### Zoomed window

Region (20, 10) to (50, 40) µm. Cells in grey, sequential cells in the stronger grey; small squares are vias.
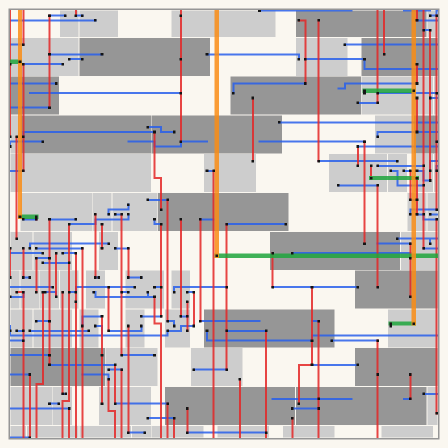
### Logic cells by family

(6 px per µm)
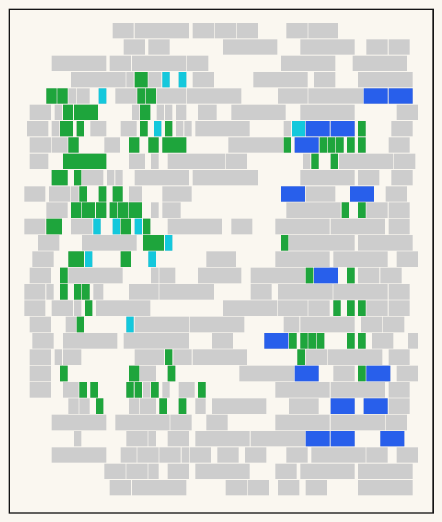
### Signal metal coverage by tile

(4 px per µm) The die is cut into 14 by 17 equal tiles; white is low, dark blue is high, scaled to the fullest tile. Values are wire area over tile area, all layers added.
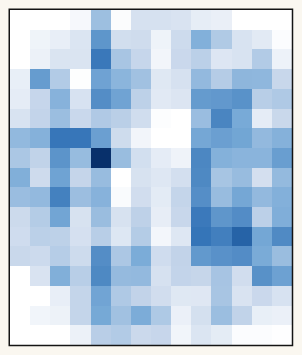
### Congestion heat map

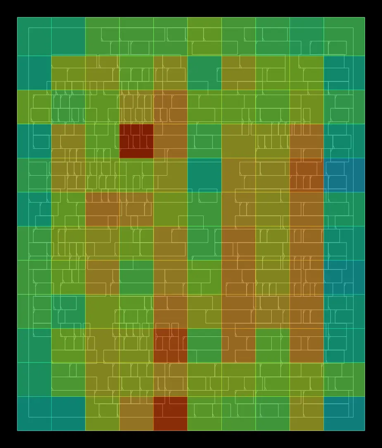
### Clock network drawn from the DEF

(4 px per µm)
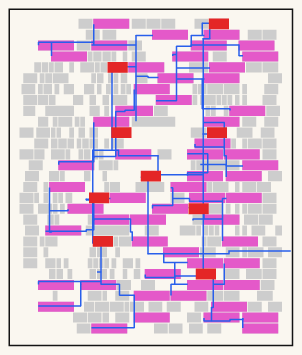
===== config.mk =====
export PLATFORM = sky130hd
export DESIGN_NAME = integral_mem_arbiter
export DESIGN_NICKNAME = d
export VERILOG_FILES = /design/src/rtl/integral_mem_arbiter.sv
export SDC_FILE = /design/constraint.sdc
export NUM_CORES = 1
export LEC_CHECK = 0
export ABC_AREA = 1
export ABC_CLOCK_PERIOD_IN_PS = 1800
export CAP_MARGIN = 15
export CORE_ASPECT_RATIO = 1.2
export CORE_MARGIN = 2
export CORE_UTILIZATION = 43
export DETAILED_ROUTE_END_ITERATION = 8
export PLACE_DENSITY = 0.78
export SLEW_MARGIN = 20
export SYNTH_ARGS = -nofsm -noshare
export SYNTH_HDL_FRONTEND = slang
export SYNTH_SLANG_ARGS = --single-unit

===== constraint.sdc =====
create_clock -name clk -period 1.8 [get_ports clk]
set_clock_uncertainty 0.05 [all_clocks]
set_input_delay 0.27 -clock clk [delete_from_list [all_inputs] [get_ports clk]]
set_output_delay 0.27 -clock clk [all_outputs]
set_load 0.01 [all_outputs]

===== src/rtl/integral_mem_arbiter.sv =====
// Read-port arbiter, write register and read-during-write forwarding
// for the integral-image M10K.
module integral_mem_arbiter #(
  parameter int DATA_W   = 8,
  parameter int ADDR_W   = 8,
  parameter int ARB_MODE = 0
) (
  input  logic              clk,
  input  logic              reset,
  input  logic              a_rd_req,
  input  logic [ADDR_W-1:0] a_rd_addr,
  output logic              a_rd_gnt,
  output logic              a_rd_valid,
  output logic [DATA_W-1:0] a_rd_data,
  input  logic              a_wr_en,
  input  logic [ADDR_W-1:0] a_wr_addr,
  input  logic [DATA_W-1:0] a_wr_data,
  input  logic              b_rd_req,
  input  logic [ADDR_W-1:0] b_rd_addr,
  output logic              b_rd_gnt,
  output logic              b_rd_valid,
  output logic [DATA_W-1:0] b_rd_data,
  output logic [ADDR_W-1:0] mem_rd_addr,
  input  logic [DATA_W-1:0] mem_rd_data,
  output logic              mem_wr_en,
  output logic [ADDR_W-1:0] mem_wr_addr,
  output logic [DATA_W-1:0] mem_wr_data
);

  logic              w_a_gnt;
  logic              w_b_gnt;
  logic              w_acc;
  logic              w_fwd;
  logic [ADDR_W-1:0] w_addr;

  logic              r_last_b;
  logic [ADDR_W-1:0] r_rd_addr;
  logic              r_s1_vld;
  logic              r_s1_tag;
  logic              r_s1_fwd;
  logic              r_s2_vld;
  logic              r_s2_tag;
  logic              r_s2_fwd;
  logic [DATA_W-1:0] r_s2_fdata;
  logic              r_wr_en;
  logic [ADDR_W-1:0] r_wr_addr;
  logic [DATA_W-1:0] r_wr_data;
  logic              r_a_vld;
  logic              r_b_vld;
  logic [DATA_W-1:0] r_a_data;
  logic [DATA_W-1:0] r_b_data;

  always_comb begin
    w_a_gnt = 1'b0;
    w_b_gnt = 1'b0;
    if (a_rd_req && b_rd_req) begin
      if (ARB_MODE == 1 || r_last_b)
        w_a_gnt = 1'b1;
      else
        w_b_gnt = 1'b1;
    end else begin
      w_a_gnt = a_rd_req;
      w_b_gnt = b_rd_req;
    end
  end

  assign w_acc  = w_a_gnt | w_b_gnt;
  assign w_addr = w_a_gnt ? a_rd_addr : b_rd_addr;
  // same-cycle write would be missed by the old-data M10K read
  assign w_fwd  = w_acc && a_wr_en && (a_wr_addr == w_addr);

  always_ff @(posedge clk or negedge reset) begin
    if (!reset) begin
      r_last_b   <= 1'b1;
      r_rd_addr  <= '0;
      r_s1_vld   <= 1'b0;
      r_s1_tag   <= 1'b0;
      r_s1_fwd   <= 1'b0;
      r_s2_vld   <= 1'b0;
      r_s2_tag   <= 1'b0;
      r_s2_fwd   <= 1'b0;
      r_s2_fdata <= '0;
      r_wr_en    <= 1'b0;
      r_wr_addr  <= '0;
      r_wr_data  <= '0;
      r_a_vld    <= 1'b0;
      r_b_vld    <= 1'b0;
      r_a_data   <= '0;
      r_b_data   <= '0;
    end else begin
      if (w_acc) begin
        r_last_b  <= w_b_gnt;
        r_rd_addr <= w_addr;
      end
      r_s1_vld   <= w_acc;
      r_s1_tag   <= w_b_gnt;
      r_s1_fwd   <= w_fwd;
      r_wr_en    <= a_wr_en;
      r_wr_addr  <= a_wr_addr;
      r_wr_data  <= a_wr_data;
      r_s2_vld   <= r_s1_vld;
      r_s2_tag   <= r_s1_tag;
      r_s2_fwd   <= r_s1_fwd;
      r_s2_fdata <= r_wr_data;
      r_a_vld    <= r_s2_vld && !r_s2_tag;
      r_b_vld    <= r_s2_vld && r_s2_tag;
      if (r_s2_vld && !r_s2_tag)
        r_a_data <= r_s2_fwd ? r_s2_fdata : mem_rd_data;
      if (r_s2_vld && r_s2_tag)
        r_b_data <= r_s2_fwd ? r_s2_fdata : mem_rd_data;
    end
  end

  assign a_rd_gnt    = w_a_gnt;
  assign b_rd_gnt    = w_b_gnt;
  assign a_rd_valid  = r_a_vld;
  assign b_rd_valid  = r_b_vld;
  assign a_rd_data   = r_a_data;
  assign b_rd_data   = r_b_data;
  assign mem_rd_addr = r_rd_addr;
  assign mem_wr_en   = r_wr_en;
  assign mem_wr_addr = r_wr_addr;
  assign mem_wr_data = r_wr_data;

endmodule


==> results.json <==
{
  "fin_setup_tns_ns": 0,
  "slowest_delay_ns": 0.54,
  "place_inst": 363,
  "nFillCells": 401,
  "status": "completed",
  "root_buffer": "clkbuf_8",
  "coreArea_um2": 5190,
  "cts_buffer_depth": 2,
  "yosysUniqueCellTypes": 23,
  "netlist_instances": 208,
  "cp_max_fo": 3,
  "io_buffers": 89,
  "hold_depth": 0,
  "dr.pass1.iters": 4,
  "period_used_pct": 94.2,
  "maxPowerGroup": "sequential cells",
  "dpl_worst_slack_ns": -0.182,
  "path_class": "reg -> out",
  "power_density_nw_per_um2": 1030,
  "ys_seq_share_pct": 63.8,
  "dp_hpwl_um": 3750,
  "slowest_stage": "dfstp_2",
  "fp_nets": 253,
  "initial_utilization_pct": 43.9,
  "grt_max_degree": 29,
  "regArea_um2": 1450,
  "r2r_cells": 9,
  "synth_area_leader_cell": "dfrtp_1",
  "fin_ws_ns": 0.105,
  "xor_area_share_pct": 0,
  "p_comb_uw": 655,
  "ys_warn_count": 0,
  "drv_slew": 0,
  "reg2reg_slack_ns": 0.24,
  "dieHeight_um": 83.7,
  "async_reset_ff_share_pct": 100,
  "syn_avg_cell_area_um2": 10.9,
  "logic_area_um2": 688,
  "layout_min_cycle_time_ns": 1.69,
  "ys_area_um2": 2280
}
-- 'Zoomed window' (at the start) --
- met1: blue
- met2: red
- met3: green
- met4: orange
- netlist names of flops here include: a_rd_data (3), mem_wr_data (3), mem_rd_addr (2)
- cells with their middle in the window: 54
- most frequent: dfrtp_1 (14), nand2_1 (12), clkdlybuf4s50_1 (6)
- sequential cells in the window: 14

-- 'Logic cells by family' (at the start) --
- NOR gates: cyan (cells 12)
- NAND gates: green (cells 78)
- multiplexers: blue (cells 16)
dominant logic cell type in the layout: clkdlybuf4s50_1
combinational share of cell area: 19.5%

-- 'Signal metal coverage by tile' (at the start) --
- fullest tile: 0.46
- densest ninth of the die: east
- tiles over half the peak: 19%
- nearly empty tiles: 11%
- mean over tiles: 0.14
Vias: 1786
gr usage total: 18.4%
wire length per cell: 13.1 µm
drt total wl: 4980 µm

-- 'Congestion heat map' (at the start) --
GRT met3 Usage: 4.35%
most used routing layer: met2
Core Util, Final: 68.0%
met1 Usage GRT: 21.3%

-- 'Clock network drawn from the DEF' (at the start) --
- clock wires: blue (length 715 µm)
- flip-flops: magenta (count 58)
- cells driving clock nets: red (count 9)
- flops lie: spread over the die
clk pwr: 1490 µW
Clock Power Share: 41.0%
Latency at later pin: 0.33 ns

==> path summary, 6_finish.rpt <==
kind / from / end
setup / recovery: r_last_b$_DFFE_PN1N_ / a_rd_gnt
hold / removal: r_s1_vld$_DFF_PN0_ / r_s2_vld$_DFF_PN0_
setup reg to reg: r_last_b$_DFFE_PN1N_ / r_s1_fwd$_DFF_PN0_
hold reg to reg: r_s1_vld$_DFF_PN0_ / r_s2_vld$_DFF_PN0_
max in group asynchronous: reset / mem_rd_addr[5]$_DFFE_PN0N_
min in group asynchronous: reset / mem_wr_data[2]$_DFF_PN0_
==> per-layer routing <==
| layer | track usage [%] | wire length [µm] | vias up |
|---|---|---|---|
| met5 | 0 | 0 | - |
| met2 | 31.2 | 2560 | 69 |
| li1 | - | - | 879 |
| met1 | 21.3 | 1990 | 828 |
| met4 | 9.44 | 100 | 0 |
| met3 | 4.35 | 327 | 10 |
==> logic make-up after synthesis <==
| family | Yosys count |
|---|---|
| buf+inv | 29 |
| compound gates | 15 |
| mux | 16 |
| flops | 58 |
| simple gates | 90 |
==> area by class of cell <==
class                   count  area share [%]
flip-flops and latches     58            41.2
well taps                  62            2.20
clock buffers              10            3.90
clock inverters             6            3.23
repair buffers             98            27.3
inverters                  25            2.66
multi-input cells         121            19.5
==> state kept, by name, indices dropped and copies added (netlist names), 8 cells and up <==
signal,count
mem_wr_data,8
r_s2_fdata,8
mem_rd_addr,8
b_rd_data,8
a_rd_data,8
mem_wr_addr,8
==> timing repair <==
action / in CTS / in global routing
setup endpoints to repair: 2 / 1
gates cloned: 0 / 0
gates resized: 3 / 1
hold buffers: 1 / 0
endpoints found under the hold margin: 19 / 0
Power and IR drop assume default switching activity.
